Fig. 1: ports around the boundary
Drawn at 3 px/micron. Pins as bars across the die edge, other pins in grey.
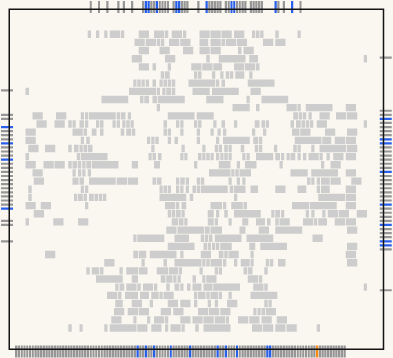
Fig. 2: clock nets
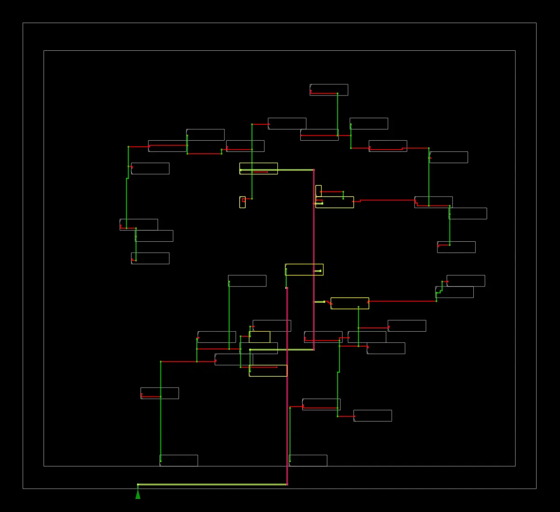
Fig. 3: placed cells, one colour a class
Drawn at 2 px/micron.
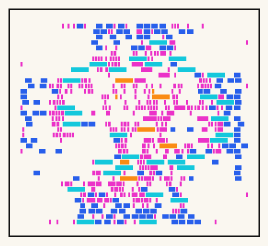
Fig. 4: routed metal, one colour a layer
Drawn at 2 px/micron.
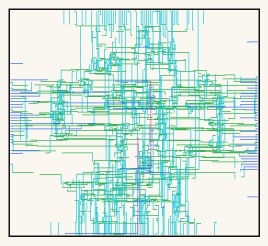
--- config.mk ---
export PLATFORM = sky130hd
export DESIGN_NAME = fetch_bp
export DESIGN_NICKNAME = d
export VERILOG_FILES = /design/src/rtl/fetch_bp_pkg.sv /design/src/rtl/fetch_bp_btb.sv /design/src/rtl/fetch_bp.sv
export SDC_FILE = /design/constraint.sdc
export NUM_CORES = 1
export LEC_CHECK = 0
export ABC_AREA = 1
export CAP_MARGIN = 20
export CORE_ASPECT_RATIO = 0.9
export CORE_MARGIN = 5
export CORE_UTILIZATION = 25
export DETAILED_ROUTE_END_ITERATION = 16
export PLACE_DENSITY = 0.66
export SYNTH_ARGS = -nofsm -noshare
export SYNTH_HDL_FRONTEND = slang
export SYNTH_SLANG_ARGS = --single-unit
export TNS_END_PERCENT = 10
--- constraint.sdc ---
create_clock -name clk -period 4.8 [get_ports clk]
set_input_delay 0.96 -clock clk [delete_from_list [all_inputs] [get_ports clk]]
set_output_delay 0.96 -clock clk [all_outputs]
set_load 0.05 [all_outputs]
--- src/rtl/fetch_bp_pkg.sv ---
// rtl/fetch_bp_pkg.sv - shared BTB entry type, counter encodings and counter helper
// Used by fetch_bp and fetch_bp_btb; the BTB itself is built only with FETCH_BP_BTB_EN.
package fetch_bp_pkg;

  typedef logic [1:0] ctr_t;

  localparam ctr_t SNT = 2'd0;
  localparam ctr_t WNT = 2'd1;
  localparam ctr_t WT  = 2'd2;
  localparam ctr_t ST  = 2'd3;

  // Fields sized for the widest supported XLEN; narrower builds zero-extend into them.
  localparam int BTB_FIELD_W = 64;

  typedef struct packed {
    logic                   valid;
    logic [BTB_FIELD_W-1:0] tag;
    logic [BTB_FIELD_W-1:0] target;
    ctr_t                   ctr;
  } btb_entry_t;

  localparam btb_entry_t BTB_ENTRY_RESET = '{valid: 1'b0, tag: '0, target: '0, ctr: WNT};

  function automatic ctr_t ctr_next(input ctr_t ctr, input logic taken);
    if (taken) begin
      return (ctr == ST) ? ST : ctr + 2'd1;
    end
    return (ctr == SNT) ? SNT : ctr - 2'd1;
  endfunction

endpackage

--- src/rtl/fetch_bp_btb.sv ---
// rtl/fetch_bp_btb.sv - direct-mapped branch target buffer with 2-bit counters
// Combinational lookup from the fetch PC; updates land on the clock edge.
module fetch_bp_btb
  import fetch_bp_pkg::*;
#(
  parameter int XLEN      = 32,
  parameter int BTB_DEPTH = 16
) (
  input  logic            clk,
  input  logic            rst_n,
  input  logic [XLEN-1:0] i_lookup_pc,
  output logic            o_pred_taken,
  output logic [XLEN-1:0] o_pred_target,
  input  logic            i_upd_valid,
  input  logic [XLEN-1:0] i_upd_pc,
  input  logic            i_upd_taken,
  input  logic [XLEN-1:0] i_upd_target
);

  localparam int IDX   = $clog2(BTB_DEPTH);
  localparam int TAG_W = XLEN - IDX - 2;

  btb_entry_t r_btb [BTB_DEPTH];

  logic [IDX-1:0]   w_lk_idx;
  logic [IDX-1:0]   w_up_idx;
  logic [TAG_W-1:0] w_lk_tag;
  logic [TAG_W-1:0] w_up_tag;
  btb_entry_t       w_lk_entry;
  btb_entry_t       w_up_entry;
  btb_entry_t       w_up_next;
  logic             w_lk_hit;
  logic             w_up_hit;
  logic             w_up_write;
  logic [1:0]       w_unused_lo;

  assign w_lk_idx    = i_lookup_pc[IDX+1:2];
  assign w_lk_tag    = i_lookup_pc[XLEN-1:IDX+2];
  assign w_up_idx    = i_upd_pc[IDX+1:2];
  assign w_up_tag    = i_upd_pc[XLEN-1:IDX+2];
  // Instruction-aligned PCs: the byte offset never participates in index or tag.
  assign w_unused_lo = i_lookup_pc[1:0] ^ i_upd_pc[1:0];

  assign w_lk_entry    = r_btb[w_lk_idx];
  assign w_lk_hit      = w_lk_entry.valid && (w_lk_entry.tag == BTB_FIELD_W'(w_lk_tag));
  assign o_pred_taken  = w_lk_hit && w_lk_entry.ctr[1];
  assign o_pred_target = o_pred_taken ? XLEN'(w_lk_entry.target) : '0;

  assign w_up_entry = r_btb[w_up_idx];
  assign w_up_hit   = w_up_entry.valid && (w_up_entry.tag == BTB_FIELD_W'(w_up_tag));

  always_comb begin
    w_up_next  = w_up_entry;
    w_up_write = 1'b0;
    if (i_upd_valid) begin
      if (w_up_hit) begin
        w_up_write    = 1'b1;
        w_up_next.ctr = ctr_next(w_up_entry.ctr, i_upd_taken);
        if (i_upd_taken) begin
          w_up_next.target = BTB_FIELD_W'(i_upd_target);
        end
      end else if (i_upd_taken) begin
        // Miss and taken: evict whatever aliases here, start weakly taken.
        w_up_write = 1'b1;
        w_up_next  = '{valid:  1'b1,
                       tag:    BTB_FIELD_W'(w_up_tag),
                       target: BTB_FIELD_W'(i_upd_target),
                       ctr:    WT};
      end
    end
  end

  always_ff @(posedge clk or negedge rst_n) begin
    if (!rst_n) begin
      for (int i = 0; i < BTB_DEPTH; i++) begin
        r_btb[i] <= BTB_ENTRY_RESET;
      end
    end else if (w_up_write) begin
      r_btb[w_up_idx] <= w_up_next;
    end
  end

endmodule

--- src/rtl/fetch_bp.sv ---
// rtl/fetch_bp.sv - fetch PC register and next-PC selection with optional BTB prediction
// Define FETCH_BP_BTB_EN to build the BTB; otherwise next PC is redirect/stall/pc+4 only.
module fetch_bp
  import fetch_bp_pkg::*;
#(
  parameter int              XLEN      = 32,
  parameter int              BTB_DEPTH = 16,
  parameter logic [XLEN-1:0] RESET_PC  = '0
) (
  input  logic            clk,
  input  logic            rst_n,
  input  logic            stall_i,
  input  logic            redirect_i,
  input  logic [XLEN-1:0] redirect_pc_i,
  input  logic            upd_valid_i,
  input  logic [XLEN-1:0] upd_pc_i,
  input  logic            upd_taken_i,
  input  logic [XLEN-1:0] upd_target_i,
  output logic [XLEN-1:0] imem_addr_o,
  output logic [XLEN-1:0] pc_o,
  output logic [XLEN-1:0] pc_plus4_o,
  output logic            pred_taken_o,
  output logic [XLEN-1:0] pred_target_o
);

  logic [XLEN-1:0] r_pc;
  logic [XLEN-1:0] w_pc_plus4;
  logic [XLEN-1:0] w_pc_next;
  logic            w_pred_taken;
  logic [XLEN-1:0] w_pred_target;

  assign w_pc_plus4 = r_pc + XLEN'(4);

`ifdef FETCH_BP_BTB_EN
  fetch_bp_btb #(
    .XLEN      (XLEN),
    .BTB_DEPTH (BTB_DEPTH)
  ) u_btb (
    .clk           (clk),
    .rst_n         (rst_n),
    .i_lookup_pc   (r_pc),
    .o_pred_taken  (w_pred_taken),
    .o_pred_target (w_pred_target),
    .i_upd_valid   (upd_valid_i),
    .i_upd_pc      (upd_pc_i),
    .i_upd_taken   (upd_taken_i),
    .i_upd_target  (upd_target_i)
  );
`else
  logic w_unused_upd;

  assign w_pred_taken  = 1'b0;
  assign w_pred_target = '0;
  assign w_unused_upd  = ^{upd_valid_i, upd_pc_i, upd_taken_i, upd_target_i};
`endif

  // Redirect beats stall: a correction must land even while fetch is held.
  always_comb begin
    w_pc_next = w_pc_plus4;
    if (redirect_i) begin
      w_pc_next = redirect_pc_i;
    end else if (stall_i) begin
      w_pc_next = r_pc;
    end else if (w_pred_taken) begin
      w_pc_next = w_pred_target;
    end
  end

  always_ff @(posedge clk or negedge rst_n) begin
    if (!rst_n) begin
      r_pc <= RESET_PC;
    end else begin
      r_pc <= w_pc_next;
    end
  end

  assign pc_o          = r_pc;
  assign imem_addr_o   = r_pc;
  assign pc_plus4_o    = w_pc_plus4;
  assign pred_taken_o  = w_pred_taken;
  assign pred_target_o = w_pred_target;

endmodule

==> flow_summary_export.csv <==
group,metric,value,unit
synth,adder_share,0.426,%
clocking,root_buffer,"clkbuf_16",
pwr,ir_worst_vdd,0.000104,V
synth,ff_type,"dfrtp_1",
final_timing,finalMaxSlewViolations,0,
clocking,htree_levels,2,
clocking,cts_tree,"done",
critical_path,worst_setup_path_end_kind,"output pin",
final_layout,post-route-util,36.6,%
routing,drc_errors,0,
final_layout,largest_register_ffs,32,
global_routing,antenna_found_initial,0,
clocking,clk_pin_slew,0.05,ns
critical_path,worstPathRequired,3.84,ns
critical_path,worstSetupPathType,"flop to output pin",
synth,synth-xor-area-share,5.97,%
synth,ys_ff,32,
critical_path,cp.arrival,2.63,ns
status,status,"completed",
final_timing,tns,0,ns
critical_path,reg2reg_from,"imem_addr_o[3]$_DFFE_PN0N_",
place,gp_congestion,0.874,
routing,antenna_left,0,
place,dpl_worst_slack,1.51,ns
critical_path,cp_top_family,"simple AND/OR/NAND/NOR gates",
synth,edf_count,0,
synth,ys_area,2940,sq um
synth,synthArstFlopShare,100,%
critical_path,cpPeakStageDelay,0.81,ns
final_timing,rsz0062_at_grt,"no",
synth,ys_cells,436,
final_timing,period_minus_slack,3.59,ns
floorplanning,fp-utilization,25.6,%
routing,drtIter0Drc,156,
final_layout,area_growth,43.2,%
critical_path,cp_num_buf_inv,1,
final_timing,finalSetupViolations,0,
clocking,cts_resized,0,
pwr,power_density,331,nW/um^2
synth,yosys.area_share.simple,34.4,%
critical_path,cp_slowest_cell,"clkdlybuf4s50_1",
flow_run,maxCapViolCount,0,
routing,dr_total_vias,2807,
final_timing,slew_headroom,36.1,%
critical_path,start_kind,"flop",
floorplanning,io_pins,231,
final_layout,drive_above_1_share,6.53,%
clocking,insertion_delay,0.28,ns
floorplanning,chipArea,14000,sq um
min_path,min_from,"imem_addr_o[0]$_DFFE_PN0P_",
final_timing,tightest_slew,0.956,ns
synth,yosys_warnings,0,
synth,syn-instance-count,436,
clocking,cts_setup_buffers,0,
global_routing,grt_util_all_layers,13.8,%
synth,postSynthSeqShare,27.3,%
critical_path,critPathLaunch,"imem_addr_o[3]$_DFFE_PN0N_",
final_timing,hold_violations,0,
global_routing,grt_max_degree,33,
clocking,ctsHoldBuffers,0,
final_timing,clock.fmax,278,MHz
routing,drtPass1Iterations,6,
routing,detail_route.wirelength,9760,microns
critical_path,crit_chain,"ha_1 -> nand2_2 -> nor2_4 -> nand2_4 -> nor2_4 -> nand2_1 -> nand2_1 -> and2_1 -> clkdlybuf4s50_1",
clocking,clockBufferDepth,2,
final_timing,finalClockPeriodUsage,74.8,%
critical_path,crit_fanout,6,
synth,top_logic_kind,"simple AND/OR/NAND/NOR gates",
final_layout,nets,638,
synth,compound_area_share,6.35,%
synth,ys_sh_mux,0,%
synth,avgSynthCellArea,6.73,sq um
place,dp_hpwl,7960,microns
pwr,power_leakage,1.97,nW
routing,avgViaCountPerCell,4.06,
global_routing,grt_pass1_vias,2889,
routing,routedWlPerCell,14.1,microns
flow_run,warnings,92,
global_routing,grt_remaining_overflow,0,
final_timing,layout_setup_ws,1.21,ns
min_path,hp-class,"flop to flop",
floorplanning,coreArea,11500,sq um
final_layout,antenna_cells,0,
synth,synthDistinctLibCells,23,
global_routing,grt_pass1_wl,15800,microns
synth,syn_area,2940,sq um
Notes on Fig. 1 above:
- blue: imem_addr_o (pins 32; direction output; edge 10 south, 10 north, 8 east, 4 west)
- orange: pred_taken_o (pins 1; direction output; edge south)
- all pins by edge: 120 south, 47 north, 37 east, 27 west
Chip Width: 124 microns
IO Port Bufs: 131

Notes on Fig. 2 above:
Worst Skew: 0.00320 ns
CLK BUF: 8
Num Clock Sinks: 32
CTS buffer count: 5

Notes on Fig. 3 above:
- orange: clock drivers and dummy loads (cells 8; share of their area 3.7%)
- blue: other buffers and delay cells (cells 135; share of their area 33%)
- cyan: flops (cells 32; share of their area 20%)
- magenta: combinational and other logic (cells 361; share of their area 43%)
row cnt: 37
fraction of area in registers: 19.1%

Notes on Fig. 4 above:
- green: metal 1 (wire length 4300 microns)
- blue: metal 3 (wire length 642 microns)
- magenta: metal 4 (wire length 91.1 microns)
- cyan: metal 2 (wire length 4730 microns)

==> layout by cell type, fill, tap and decap left out, drive strengths merged <==
cell,instances
and2,5
xnor2,1
nor2,41
buf,4
clkdlybuf4s50,131
conb,33
a22o,8
xor2,13
dfrtp,32
nand3,20
o21ai,14
o211ai,5
nand2,163
ha,1
o221ai,1
inv,56
clkbuf,8
==> layer usage <==
metal,vias to the layer above,wire length (microns),global-route usage [%]
li1,1420,-,-
met1,1286,4300,17.5
met2,94,4730,23.7
met3,7,641,3.63
met4,0,91,3.07
met5,-,0,0
==> synth_stat cells (2+ instances only) <==
| cell | count | area [sq um] |
|---|---|---|
| buf_2 | 4 | 20.0 |
| dfrtp_1 | 32 | 801 |
| xor2_1 | 6 | 52.6 |
| o21ai_0 | 14 | 70.1 |
| nand2_2 | 4 | 25.0 |
| a22o_1 | 8 | 70.1 |
| xor2_2 | 7 | 114 |
| o211ai_1 | 5 | 37.5 |
| nand2_4 | 2 | 22.5 |
| buf_4 | 67 | 503 |
| nand2_1 | 157 | 589 |
| clkbuf_1 | 4 | 15.0 |
| nor2_4 | 9 | 101 |
| and2_1 | 5 | 31.3 |
| nand3_1 | 20 | 100 |
| inv_1 | 56 | 210 |
| nor2_1 | 30 | 113 |
==> power by group <==
group	total, mW	switching, mW	leakage, nW	internal (mW)
registers	0.351	0.0530	0.390	0.298
logic	0.715	0.503	1.51	0.213
clock network	0.326	0.119	0.0712	0.207
total	1.39	0.675	1.97	0.717
==> worst paths after layout <==
path	slack, ns	end	depth (start not counted)
min reg2reg	0.52	imem_addr_o[0]$_DFFE_PN0P_	2
min in group asynchronous	1.10	imem_addr_o[7]$_DFFE_PN0N_	2
max in group asynchronous	3.38	imem_addr_o[17]$_DFFE_PN0N_	2
min	0.52	imem_addr_o[0]$_DFFE_PN0P_	2
max	1.21	pc_plus4_o[26]	9
max reg2reg	3.07	imem_addr_o[22]$_DFFE_PN0N_	10
==> per-stage QoR <==
stage          hold WS, ns  std cells  cell area, sq um  power, mW
2_1_floorplan        0.664        468              3060      0.885
3_3_place_gp         0.503        684              4060       1.07
3_5_place_dp         0.521        684              4060       1.08
4_1_cts              0.532        692              4200       1.41
5_1_grt              0.574        692              4200       1.46
6_report             0.524        692              4200       1.39
==> cell type report <==
class                   count  area [sq um]
repair buffers            135          1340
flip-flops and latches     32           801
inverters                  56           210
multi-input cells         305          1510
fillers                  1235          7280
clock buffers               8           146
well taps                 156           195
==> worst register-to-register path: stages, from the launching register on <==
cell and delay, ns:
dfrtp_1 0.43, ha_1 0.26, nand2_2 0.09, nor2_4 0.15, nand2_4 0.11, nor2_4 0.22
nand2_1 0.08, nand2_1 0.06, nand2_1 0.08, nand2_1 0.07, nand2_1 0.06
==> cell families (layout without fill, tap and decap cells) <==
group | count (synthesis) | in the layout
xor gates and xnor gates | 14 | 14
adders and majority gates | 1 | 1
buffers and inverters | 131 | 199
other | 1 | 33
AOI/OAI and AO/OA | 28 | 28
and+or+nand+nor | 229 | 229
DFF | 32 | 32
No activity file was given, so power comes from the tool's default toggle rates.
